**src/rtl/i3c_timec_sequencer.sv**
```systemverilog
// -----------------------------------------------------------------------------
// i3c_timec_sequencer
//
// Controls the timing-control capture block. On a request it strobes
// event_start, waits for the capture to finish, lets the TC registers settle,
// and then streams the captured TC bytes to the IBI engine over a valid/ready
// handshake. It selects each byte through time_info_sel.
//
// Optional feature macro: I3C_TIMEC_HDR_EN
//   defined   : a header byte {ovf_flag, 4'b0, mode} (time_info_sel=4) is
//               sent before the TC bytes.
//   undefined : only TC bytes are sent; byte_data always comes from
//               time_info_byte.
//
// Ports
//   RSTn           async active-low reset
//   CLK_SLOW       block clock
//   timec_ena      mode: 0 off, [1] -> 3 TC bytes, otherwise 2 TC bytes
//   ev_req         single-cycle request to start a timed event
//   cap_done       capture complete pulse
//   abort          synchronous cancel, highest priority
//   time_overflow  overflow pulse from the time control block
//   time_info_byte byte selected by time_info_sel
//   event_start    start strobe to the time control block
//   time_info_sel  byte select to the time control block
//   byte_valid     byte_data valid
//   byte_ready     IBI engine accepts byte_data
//   byte_data      outgoing byte (0 while byte_valid is low)
//   busy           high in every state except IDLE
//   done / err     end-of-sequence pulse, err marks a capture timeout
//   ovf_flag       sticky overflow seen during the current/last sequence
//   ev_drop        pulse: ev_req ignored because the sequencer was busy
// -----------------------------------------------------------------------------
module i3c_timec_sequencer #(
  parameter int START_CYC  = 4,
  parameter int SETTLE_CYC = 4,
  parameter int TMO_W      = 12
) (
  input  logic       RSTn,
  input  logic       CLK_SLOW,
  input  logic [2:0] timec_ena,
  input  logic       ev_req,
  input  logic       cap_done,
  input  logic       abort,
  input  logic       time_overflow,
  input  logic [7:0] time_info_byte,
  output logic       event_start,
  output logic [2:0] time_info_sel,
  output logic       byte_valid,
  input  logic       byte_ready,
  output logic [7:0] byte_data,
  output logic       busy,
  output logic       done,
  output logic       err,
  output logic       ovf_flag,
  output logic       ev_drop
);

  typedef enum logic [2:0] {
    S_IDLE,
    S_START,
    S_WAIT_CAP,
    S_SETTLE,
    S_SEND,
    S_DONE
  } state_t;

  localparam logic [3:0] START_LD  = 4'(START_CYC - 1);
  localparam logic [3:0] SETTLE_LD = (SETTLE_CYC == 0) ? 4'd0 : 4'(SETTLE_CYC - 1);

`ifdef I3C_TIMEC_HDR_EN
  localparam logic [2:0] FIRST_SEL = 3'd4;
  localparam logic [1:0] HDR_BYTES = 2'd1;
`else
  localparam logic [2:0] FIRST_SEL = 3'd5;
  localparam logic [1:0] HDR_BYTES = 2'd0;
`endif

  state_t           state_q;
  logic [3:0]       cnt_q;
  logic [TMO_W-1:0] tmo_q;
  logic [1:0]       idx_q;
  logic             three_q;
  logic             pend_q;
  logic             es_q;
  logic [2:0]       sel_q;
  logic             valid_q;
  logic             done_q;
  logic             err_q;
  logic             ovf_q;
  logic             drop_q;
`ifdef I3C_TIMEC_HDR_EN
  logic [2:0]       mode_q;
`endif

  // Index of the final byte of a sequence, header included when present.
  function automatic logic [1:0] last_index(input logic three_byte);
    last_index = (three_byte ? 2'd2 : 2'd1) + HDR_BYTES;
  endfunction

  always_ff @(posedge CLK_SLOW or negedge RSTn) begin
    if (!RSTn) begin
      state_q <= S_IDLE;
      cnt_q   <= '0;
      tmo_q   <= '0;
      idx_q   <= '0;
      three_q <= 1'b0;
      pend_q  <= 1'b0;
      es_q    <= 1'b0;
      sel_q   <= 3'h0;
      valid_q <= 1'b0;
      done_q  <= 1'b0;
      err_q   <= 1'b0;
      ovf_q   <= 1'b0;
      drop_q  <= 1'b0;
`ifdef I3C_TIMEC_HDR_EN
      mode_q  <= 3'h0;
`endif
    end else begin
      done_q <= 1'b0;
      err_q  <= 1'b0;
      drop_q <= 1'b0;

      // Overflow is recorded in any active state, including the cycle abort
      // arrives; an abort keeps the flag.
      if (time_overflow && (state_q != S_IDLE)) ovf_q <= 1'b1;

      if (abort) begin
        state_q <= S_IDLE;
        es_q    <= 1'b0;
        valid_q <= 1'b0;
        sel_q   <= 3'h0;
        pend_q  <= 1'b0;
      end else begin
        if (ev_req && (state_q != S_IDLE)) drop_q <= 1'b1;

        case (state_q)
          S_IDLE: begin
            if (ev_req) begin
              three_q <= timec_ena[1];
`ifdef I3C_TIMEC_HDR_EN
              mode_q  <= timec_ena;
`endif
              ovf_q   <= 1'b0;
              pend_q  <= 1'b0;
              if (timec_ena == 3'h0) begin
                state_q <= S_DONE;
                done_q  <= 1'b1;
              end else begin
                state_q <= S_START;
                es_q    <= 1'b1;
                cnt_q   <= START_LD;
              end
            end
          end

          S_START: begin
            // A capture that completes while the start strobe is still being
            // held is kept and honoured once WAIT_CAP is reached.
            if (cap_done) pend_q <= 1'b1;
            if (cnt_q == 4'd0) begin
              es_q    <= 1'b0;
              tmo_q   <= '0;
              state_q <= S_WAIT_CAP;
            end else begin
              cnt_q <= cnt_q - 4'd1;
            end
          end

          S_WAIT_CAP: begin
            // cap_done is tested before the timeout so a simultaneous capture
            // still counts as success.
            if (cap_done || pend_q) begin
              pend_q <= 1'b0;
              if (SETTLE_CYC == 0) begin
                state_q <= S_SEND;
                valid_q <= 1'b1;
                sel_q   <= FIRST_SEL;
                idx_q   <= 2'd0;
              end else begin
                state_q <= S_SETTLE;
                cnt_q   <= SETTLE_LD;
              end
            end else if (&tmo_q) begin
              state_q <= S_DONE;
              done_q  <= 1'b1;
              err_q   <= 1'b1;
            end else begin
              tmo_q <= tmo_q + 1'b1;
            end
          end

          S_SETTLE: begin
            if (cnt_q == 4'd0) begin
              state_q <= S_SEND;
              valid_q <= 1'b1;
              sel_q   <= FIRST_SEL;
              idx_q   <= 2'd0;
            end else begin
              cnt_q <= cnt_q - 4'd1;
            end
          end

          S_SEND: begin
            // valid_q is always set here, so ready alone marks a transfer.
            if (byte_ready) begin
              if (idx_q == last_index(three_q)) begin
                valid_q <= 1'b0;
                sel_q   <= 3'h0;
                state_q <= S_DONE;
                done_q  <= 1'b1;
              end else begin
                idx_q <= idx_q + 2'd1;
                sel_q <= sel_q + 3'd1;
              end
            end
          end

          S_DONE: begin
            state_q <= S_IDLE;
          end

          default: begin
            state_q <= S_IDLE;
          end
        endcase
      end
    end
  end

  assign event_start   = es_q;
  assign time_info_sel = sel_q;
  assign byte_valid    = valid_q;
  assign busy          = (state_q != S_IDLE);
  assign done          = done_q;
  assign err           = err_q;
  assign ovf_flag      = ovf_q;
  assign ev_drop       = drop_q;

`ifdef I3C_TIMEC_HDR_EN
  assign byte_data = !valid_q ? 8'h00 :
                     (idx_q == 2'd0) ? {ovf_q, 4'b0000, mode_q} : time_info_byte;
`else
  assign byte_data = valid_q ? time_info_byte : 8'h00;
`endif

endmodule

```
**config.mk**
```make
export PLATFORM = sky130hd
export DESIGN_NAME = i3c_timec_sequencer
export DESIGN_NICKNAME = d
export VERILOG_FILES = /design/src/rtl/i3c_timec_sequencer.sv
export SDC_FILE = /design/constraint.sdc
export NUM_CORES = 1
export LEC_CHECK = 0
export CAP_MARGIN = 20
export CORE_MARGIN = 10
export CORE_UTILIZATION = 53
export DETAILED_ROUTE_END_ITERATION = 8
export PLACE_DENSITY = 0.8
export SETUP_SLACK_MARGIN = 0.05
export SLEW_MARGIN = 20
export SYNTH_ARGS = -nofsm -noshare
export SYNTH_HDL_FRONTEND = slang
export SYNTH_SLANG_ARGS = --single-unit
```
**constraint.sdc**
```tcl
create_clock -name CLK_SLOW -period 2.35 [get_ports CLK_SLOW]
set_clock_uncertainty 0.1 [all_clocks]
set_input_delay 0.47 -clock CLK_SLOW [delete_from_list [all_inputs] [get_ports CLK_SLOW]]
set_output_delay 0.47 -clock CLK_SLOW [all_outputs]
set_load 0.05 [all_outputs]
```
Routing congestion:
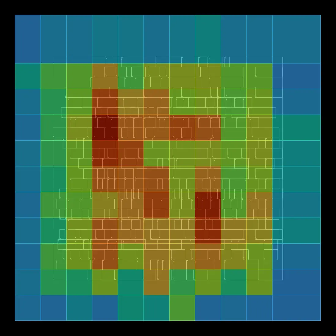
GRT busiest layer: met2
GR Layer Usage met3: 0.0469
Routed WL per cell: 15.8 µm

Gate-type map:
(6 px per µm)
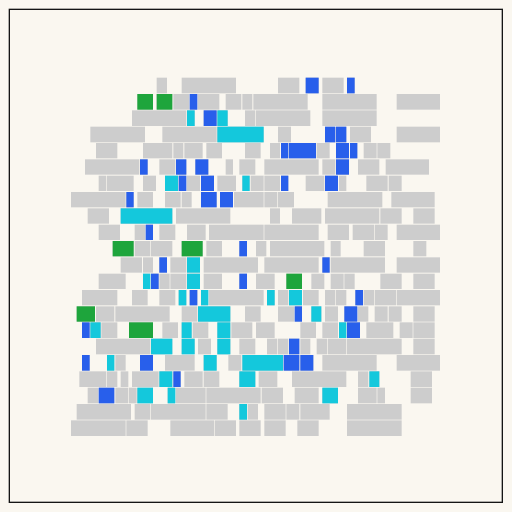
Key: green = AND-OR and OR-AND gates [cells 7, most used o21a_1]; blue = NAND gates [cells 40, most used nand2_1]; cyan = NOR gates [cells 32, most used nor2_1]
combinational fraction of the cell area: 0.436
fin cells: 310

Clock wires, drivers and flops:
(4 px per µm)
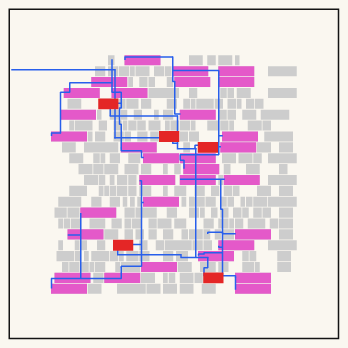
Key: red = cells driving clock nets [count 5]; magenta = flip-flops [count 32]; blue = clock wires [length 425 µm]
There are 6 routed clock nets.
reported clock group power: 0.000436 W
Clk pwr share: 0.189

Layout detail:
Region (26, 10) to (56, 40) µm. Cells in gray, sequential cells in the stronger gray; small squares are vias.
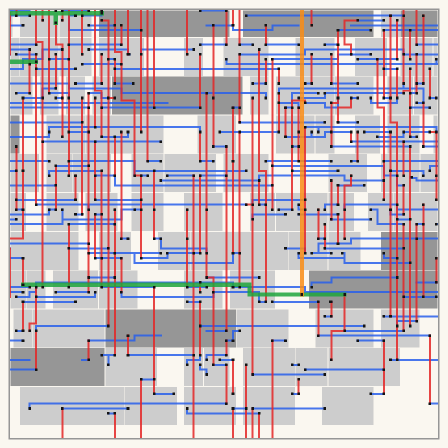
Key: green = met3; orange = met4; blue = met1; red = met2
Netlist names of flops here include `state_q` (2). 80 logic cells have their middle in the window. Most frequent: clkdlybuf4s50_1 (8), buf_4 (7). Sequential cells in the window: 6.

Wiring heat map:
(4 px per µm) 16 x 16 tiles, from white (low) to dark blue (high), scaled to the fullest tile. Values are wire area over tile area, all layers added.
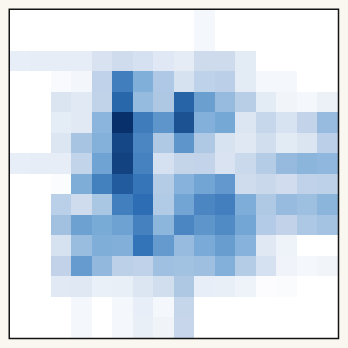
The densest ninth of the die: center. 33% of the tiles are nearly empty. The emptiest ninth of the die: upper right. The mean over all tiles is 0.12.
GRT Total Usage: 0.157
drt total wl: 4.90 mm
routed vias: 1794

==> CHANGELOG.md <==
### Changed

- Antenna cell count: 0
- Yosys Chip Area: a little over 2000 µm²
- Slew Limit Fails: 0
- Final nets: 283
- Worst-path clk slew: 0.07 ns
- Seq/Total Area, Yosys: 0.394
- Routed Antenna Nets: 0
- Warnings, synthesis: 0
- Startpoint Class: flip-flop
- Max-capacitance violation count: 0
- Async SR Flop Fraction: 1.00
- Synth top area share: 0.394
- Cells in synth_stat.txt: 217
- Top area cell types: dfrtp_1 (39%), a21oi_1 (4.4%), nand2_1 (3.7%)
- Full die area: 6710 µm²
- I/O Buffers: 35
- Avg Cell Area, Syn: 9.37 µm²
- CTS tree: done
- Post-synth EDFFs: 0
- Initial antenna violation count: 0
- RSZ-0062 raised after global routing: no
- Max clock buf depth: 2
- Worst-margin pin slew: 0.539 ns
- TritonRoute pass-1 iters: 4
- Status: completed
- Starting DRT DRC Count: approximately 120
- Area leader, netlist: dfrtp_1
- Post-route core utilization: 0.721
- HP Class: reg2reg
- Worst Path Arrival: 1.62 ns
- Die height: 81.9 µm
- Finish-stage setup viols: 0
- Cts bufs inserted: 5
- Ys flop type: dfrtp_1
- Slew margin rel.: 0.640
- Vias in the first global route: 1773
- Crit path DRT: 1.78 ns
- Cycle use final: 0.932
- Setup TNS: 0 ns
- Final Cell Area: 2660 µm²
- Number of nets at floorplan: between 200 and 250
- Clk sinks: 32
- Register-to-register path setup slack: 0.35 ns
- FMAX: roughly 460 MHz
- Fp util: 0.551
- Syn Inst Count: 217
- Placed Instance Area: 2570 µm²
- Mapped cell area: about 2000 µm²
- Fin. Hold Viols: 0
- Core area: approximately 3700 µm²
- R2R Path End: tmo_q[3]
- CTS resizes: 0
- Share of layout cells above drive strength 1: 0.160
- P&R area growth vs syn: 30.8%
- Min Clock Period, post-route: 2.19 ns
- DP Wirelength: approximately 3.8 mm
- Flops after synth: 32
- Total congestion overflow: 0
- Largest net degree at the start of global routing: 33
- Critical Path Sink: busy
- Unique cell types: ~59
- Die W: 81.9 µm
- Row cnt: 22
- Max FO, Critical Path: 14
- Via density: 5.79
- PD cells: 867 nW/µm²
- CP Class: reg2out
per-layer routing:
layer / global-route usage / wire length [µm] / vias up
li1: - / - / 893
met1: 0.189 / 2230 / 850
met2: 0.267 / 2330 / 45
met3: 0.0469 / 295 / 6
met4: 0.0425 / 51 / 0
met5: 0 / 0 / -
state kept, by name, summed over array words and instances (netlist names), 2 cells and up:
signal,flops
cnt_q,4
idx_q,2
state_q,3
time_info_sel,3
tmo_q,12
critical path, stage by stage, from the launching register on:
cell	delay (ns)
dfrtp_1	0.55
or3_1	0.45
buf_4	0.18
buf_12	0.15
cells in the final DEF (no fill, tap or decap), drive strengths merged, types with 5 or more instances in the layout:
cell and n:
a21oi 18, and2 10, buf 20, clkbuf 6, clkdlybuf4s50 26, dfrtp 32, inv 6, mux2i 6
nand2 21, nand2b 6, nand4 6, nor2 12, nor3 5, nor4 5, o21ai 7, o31ai 5
or3 7
layout make-up:
class / instances / area (µm²)
multi-input combinational: 170 / 1160
fill: 296 / 1030
inverter: 6 / 22.5
tap: 48 / 60.1
sequential: 32 / 801
timing repair buffer: 46 / 523
clock buffer: 6 / 82.6
clock inverter: 2 / 10.0
logic make-up after synthesis:
logic type / after synthesis / share of synthesized area
AND/OR/NAND/NOR: 106 / 0.332
AND-OR/OR-AND: 53 / 0.179
flip-flops: 32 / 0.394
buffers and inverters: 15 / 0.0351
multiplexers: 7 / 0.0351
adder cells (fa/ha/maj): 4 / 0.0246
per-stage QoR:
step	cells	hold WS (ns)	setup slack, ns
2_1_floorplan	217	0.0744	0.282
3_3_place_gp	302	0.386	0.0964
3_5_place_dp	302	0.402	0.0453
4_1_cts	310	0.419	0.153
5_1_grt	310	0.463	0.0910
6_report	310	0.416	0.159
worst min-delay path by stage:
stage	from	endpoint	cells past startpoint
floorplan	RSTn	byte_valid	0
global placement	tmo_q[0]	tmo_q[0]	1
detailed placement	ovf_flag	ovf_flag	2
CTS	ovf_flag	ovf_flag	2
global route	ovf_flag	ovf_flag	2
finish	ovf_flag	ovf_flag	2
where the power goes:
| part | internal [W] | leakage [nW] | total (W) | switching, W |
|---|---|---|---|---|
| combinational | 0.000462 | 0.673 | 0.00102 | 0.000556 |
| clock | 0.000233 | 0.0510 | 0.000436 | 0.000203 |
| sequential | 0.000675 | 0.418 | 0.000853 | 0.000179 |
| total | 0.00137 | 1.14 | 0.00231 | 0.000937 |
Power is estimated from default activity; no workload was simulated.
